==> config.mk <==
export PLATFORM = sky130hd
export DESIGN_NAME = dmem_responder
export DESIGN_NICKNAME = d
export VERILOG_FILES = /design/src/rtl/dmem_responder.sv
export SDC_FILE = /design/constraint.sdc
export NUM_CORES = 2
export LEC_CHECK = 0
export ABC_AREA = 1
export CORE_MARGIN = 2
export CORE_UTILIZATION = 60
export CTS_CLUSTER_DIAMETER = 80
export DETAILED_ROUTE_END_ITERATION = 10
export PLACE_DENSITY = 0.79
export SYNTH_ARGS = -nofsm -noshare
export SYNTH_HDL_FRONTEND = slang
export SYNTH_SLANG_ARGS = --single-unit
==> constraint.sdc <==
create_clock -name clk -period 4.3 [get_ports clk]
set_clock_uncertainty 0.05 [all_clocks]
set_input_delay 0.86 -clock clk [delete_from_list [all_inputs] [get_ports clk]]
set_output_delay 0.86 -clock clk [all_outputs]
set_load 0.1 [all_outputs]
Placed standard cells:
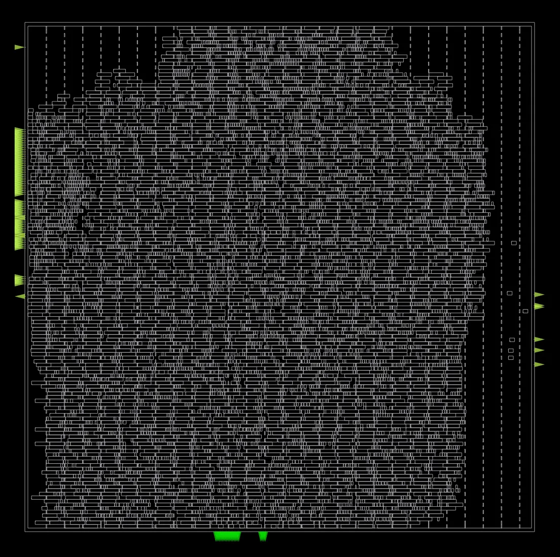
Non-Filler Instances: 9,964
n_taps: 1,917
cell row count: 140
Seq area share: 0.655

Placement by cell class:
Scale: 1 px per um.
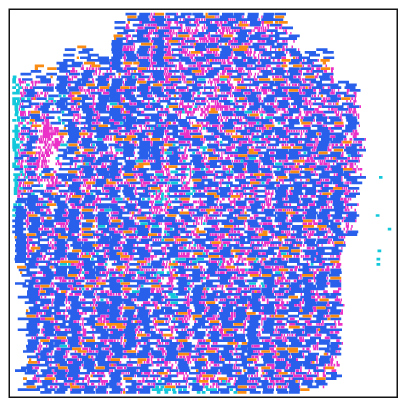
[magenta] all other logic | cells: 5,257 | share of their area: 23%
[cyan] other buffers and delay cells | cells: 259 | share of their area: 2.7%
[orange] clock drivers and dummy loads | cells: 375 | share of their area: 6.9%
[blue] flip-flops | cells: 2,152 | share of their area: 67%
post-route cell area: 98,000 um^2
core area: 145,000 um^2
final core occ: 0.674

Sequential cells grouped by signal name:
Scale: 1 px per um. Other sequential cells in the stronger grey, the rest of the logic in the fainter grey.
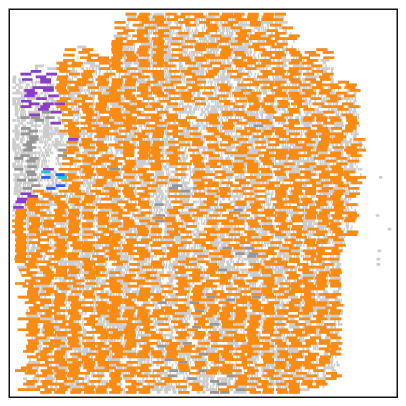
[orange] `mem` | sequential cells: 2,048 | where: widely spread
[blue] `cnt` | sequential cells: 4 | where: left middle
[cyan] `state` | sequential cells: 2
[purple] `cap_wdata` | sequential cells: 32 | where: top left
not coloured: 66
P_seq: 29.3 mW
Reg area: 64,200 um^2

Nets reached from selected ports:
Scale: 1 px per um.
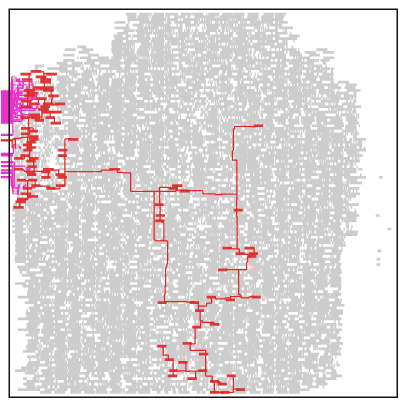
[red] `rst` | bits: 1 | direction: input | edge: left | end cells: 104 | buffers: 4 | wire: 1,520 um
[magenta] `wdata` | bits: 32 | direction: input | edge: left | end cells: 32 | buffers: 32 | wire: 815 um
# IOs: 102
IO Port Bufs: 101

Clock wires, drivers and flops:
Scale: 1 px per um.
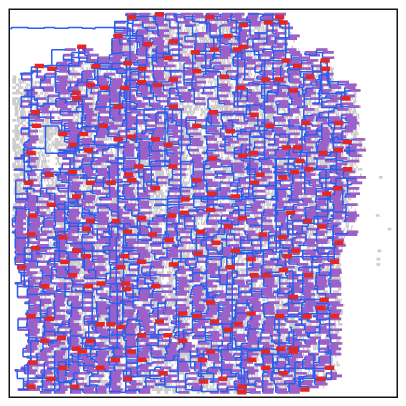
[purple] flip-flops | count: 2,152
[red] cells driving clock nets | count: 200
[blue] clock wires | length: 22.3 mm
routed clock nets: 201
flops lie: widely spread
clock power share: 0.265
Power Clock: 17.8 mW
Clock Latency Late Sink: 0.86 ns

==> results.py <==
# Auto-generated metrics
metrics = {
    "final_layout": {
        "nClkBuffers": 268,
        "layout.nets": 7940,
        "largest_cell_class": "flip-flops and latches",
        "final_common_cell": "nand2_1",
        "flops": 2152,
        "final-clk-cell-share": 0.0670,
        "largest_reg_flops": 2048,
        "comb_cells": 4856,
        "n_all_inverters": 401,
        "drive_gt1_frac": 0.0751,
        "insertedDiodeCount": 4,
        "comb_area_um2": 20700,
        "buf_share": 0.0267,
        "sh_comb_area": 0.211,
        "syn_to_final_growth_pct": 11.7,
        "signal_buffers": 259,
        "final_cell_mix": "2,786 x nand2_1, 2,048 x edfxtp_1, 730 x nor2_1",
        "fillers": 9778,
    },
    "synthesis": {
        "edf_count": 2048,
        "ys_types": 30,
        "synthCells": 7832,
        "syn-cell-area_um2": 87700,
        "fp_nets": 7902,
        "top_cell_area_share": 0.701,
        "ys_area_um2": 87700,
        "avgSynthCellArea_um2": 11.2,
        "synthArstFlopShare": 0.0483,
        "flop_cell": "edfxtp_1",
        "yosysWarnings": 0,
        "yosys_cells": 7832,
        "yosys.stat.seqShare": 0.731,
        "area_leaders": "edfxtp_1 70%, nand2_1 12%, nor2_1 3.4%",
        "yosysTopAreaCell": "edfxtp_1",
        "numSynthFlops": 2152,
    },
    "detailed_routing": {
        "met1_length_mm": 92.2,
        "vias_per_cell": 6.17,
        "drt_iter0_drc": 11500,
        "drt-wirelength-per-cell_um": 25.9,
        "drc_errors": 0,
        "wl_met2_mm": 110,
        "top_layer_used": "met5",
        "num_vias": 61500,
        "first_pass_iters": 7,
        "wl_mm": 258,
        "postRouteAntennaNets": 0,
        "wl_met3_mm": 42.5,
    },
    "setup_path": {
        "reg2regPathDepth": 11,
        "worst-path-buf-inv": 3,
        "path_common_cell": "nand2_1",
        "worstSetupPathType": "reg2reg",
        "cp-end-kind": "flip-flop",
        "path_cells": "inv_16 > buf_12 > buf_12 > nand2_1 > nand3_1 > nand4_1 > a21oi_1 > nand3_1 > nor2_1 > nand2_1 > nand2_1",
        "critPathRequiredTime_ns": 5.03,
        "cp_data_arrival_time_ns": 4.47,
        "worstPathMaxFanout": 85,
        "rrSetupSlack_ns": 0.57,
        "cp.depth": 11,
        "critPathSlowestCell": "dfrtp_4",
        "slowest_delay_ns": 0.67,
        "path_delay_family": "simple AND/OR/NAND/NOR gates",
        "crit_path_start_kind": "flip-flop",
    },
    "floorplan": {
        "die-area_um2": 149000,
        "fp_util": 0.603,
        "die_y_um": 386,
        "die_w_um": 386,
    },
    "timing": {
        "slew_headroom": 0.0960,
        "fin_hold_ws_ns": 0.453,
        "fmax_mhz": 268,
        "setup_ws_ns": 0.569,
        "tns_ns": 0,
        "hold_viol_final": 0,
        "rsz0062_at_grt": "false",
        "finalClockPeriodUsage": 0.868,
        "worst_slew_pin_slew_ns": 1.36,
        "finalSetupViolations": 0,
        "slew_viol_final": 0,
        "period_minus_slack_ns": 3.73,
    },
    "placement": {
        "dpl_cell_area_um2": 91400,
        "dp_slack_ns": 0.830,
        "hpwl_mm": 149,
        "place_congestion": 0.941,
        "placedCellCount": 9584,
    },
    "global_routing": {
        "grt_pass1_vias": 58000,
        "grt_pass1_wl_mm": 375,
        "met2_usage": 0.480,
        "grt_most_used_layer": "met1",
        "grt_usage": 0.346,
        "met3_usage": 0.103,
        "antenna_found_initial": 9,
        "gr-total-overflow": 0,
        "grt_max_degree": 182,
        "grt_util_met1": 0.506,
    },
    "status": {
        "outcome": "finished, final reports clean",
    },
    "cts": {
        "cts_buffers": 200,
        "hold_buffers": 1,
        "cts_resized": 0,
        "cts_sinks": 2152,
        "cts_tree": "yes",
        "clk_pin_slew_ns": 0.07,
        "htree_num_levels": 4,
        "cts_setup_buffers": 0,
        "cts_max_path_buffers": 3,
        "cts_root_buf": "clkbuf_16",
    },
    "power_and_ir_drop": {
        "combPwrFrac": 0.298,
        "seqPwrFrac": 0.437,
        "ir_drop_mv": 1.14,
        "p_sw_mw": 26.4,
        "power_mw": 67.1,
        "power_density_nw_per_um2": 684,
        "power.group.top": "registers",
        "switching_share": 0.394,
        "comb-power_mw": 20.0,
        "p_leak_nw": 36.9,
        "p_int_mw": 40.6,
    },
    "hold_path": {
        "hold_depth": 2,
        "hp-class": "reg2reg",
    },
    "flow_run": {
        "tool_warnings": 48,
        "maxCapViolations": 0,
    },
}
-- synth_stat cells (3+ instances only) --
master,instances
buf_2,200
nor3_1,11
nand2_2,3
buf_1,30
nor2_2,16
o21bai_1,5
nand4_1,120
dfrtp_1,104
o21ai_0,400
buf_4,16
a21oi_1,101
o211ai_1,9
nand3_1,558
nor2_4,4
or2_2,11
nand2_1,2788
inv_1,398
nor2_1,790
o21ai_1,31
buf_6,13
clkbuf_1,164
edfxtp_1,2048
-- kinds of logic after synthesis --
family,after synthesis,share of synthesized area
adders and majority gates,2,0.000285
xor gates and xnor gates,4,0.000399
AOI/OAI and AO/OA,547,0.0316
and+or+nand+nor,4303,0.197
DFF,2152,0.731
buffers and inverters,824,0.0399
-- worst min-delay path: stages (launching register included) --
cell	delay, ns
dfrtp_1	0.36
nand2_1	0.06
nand2_1	0.06
Power is estimated from default activity; no workload was simulated.
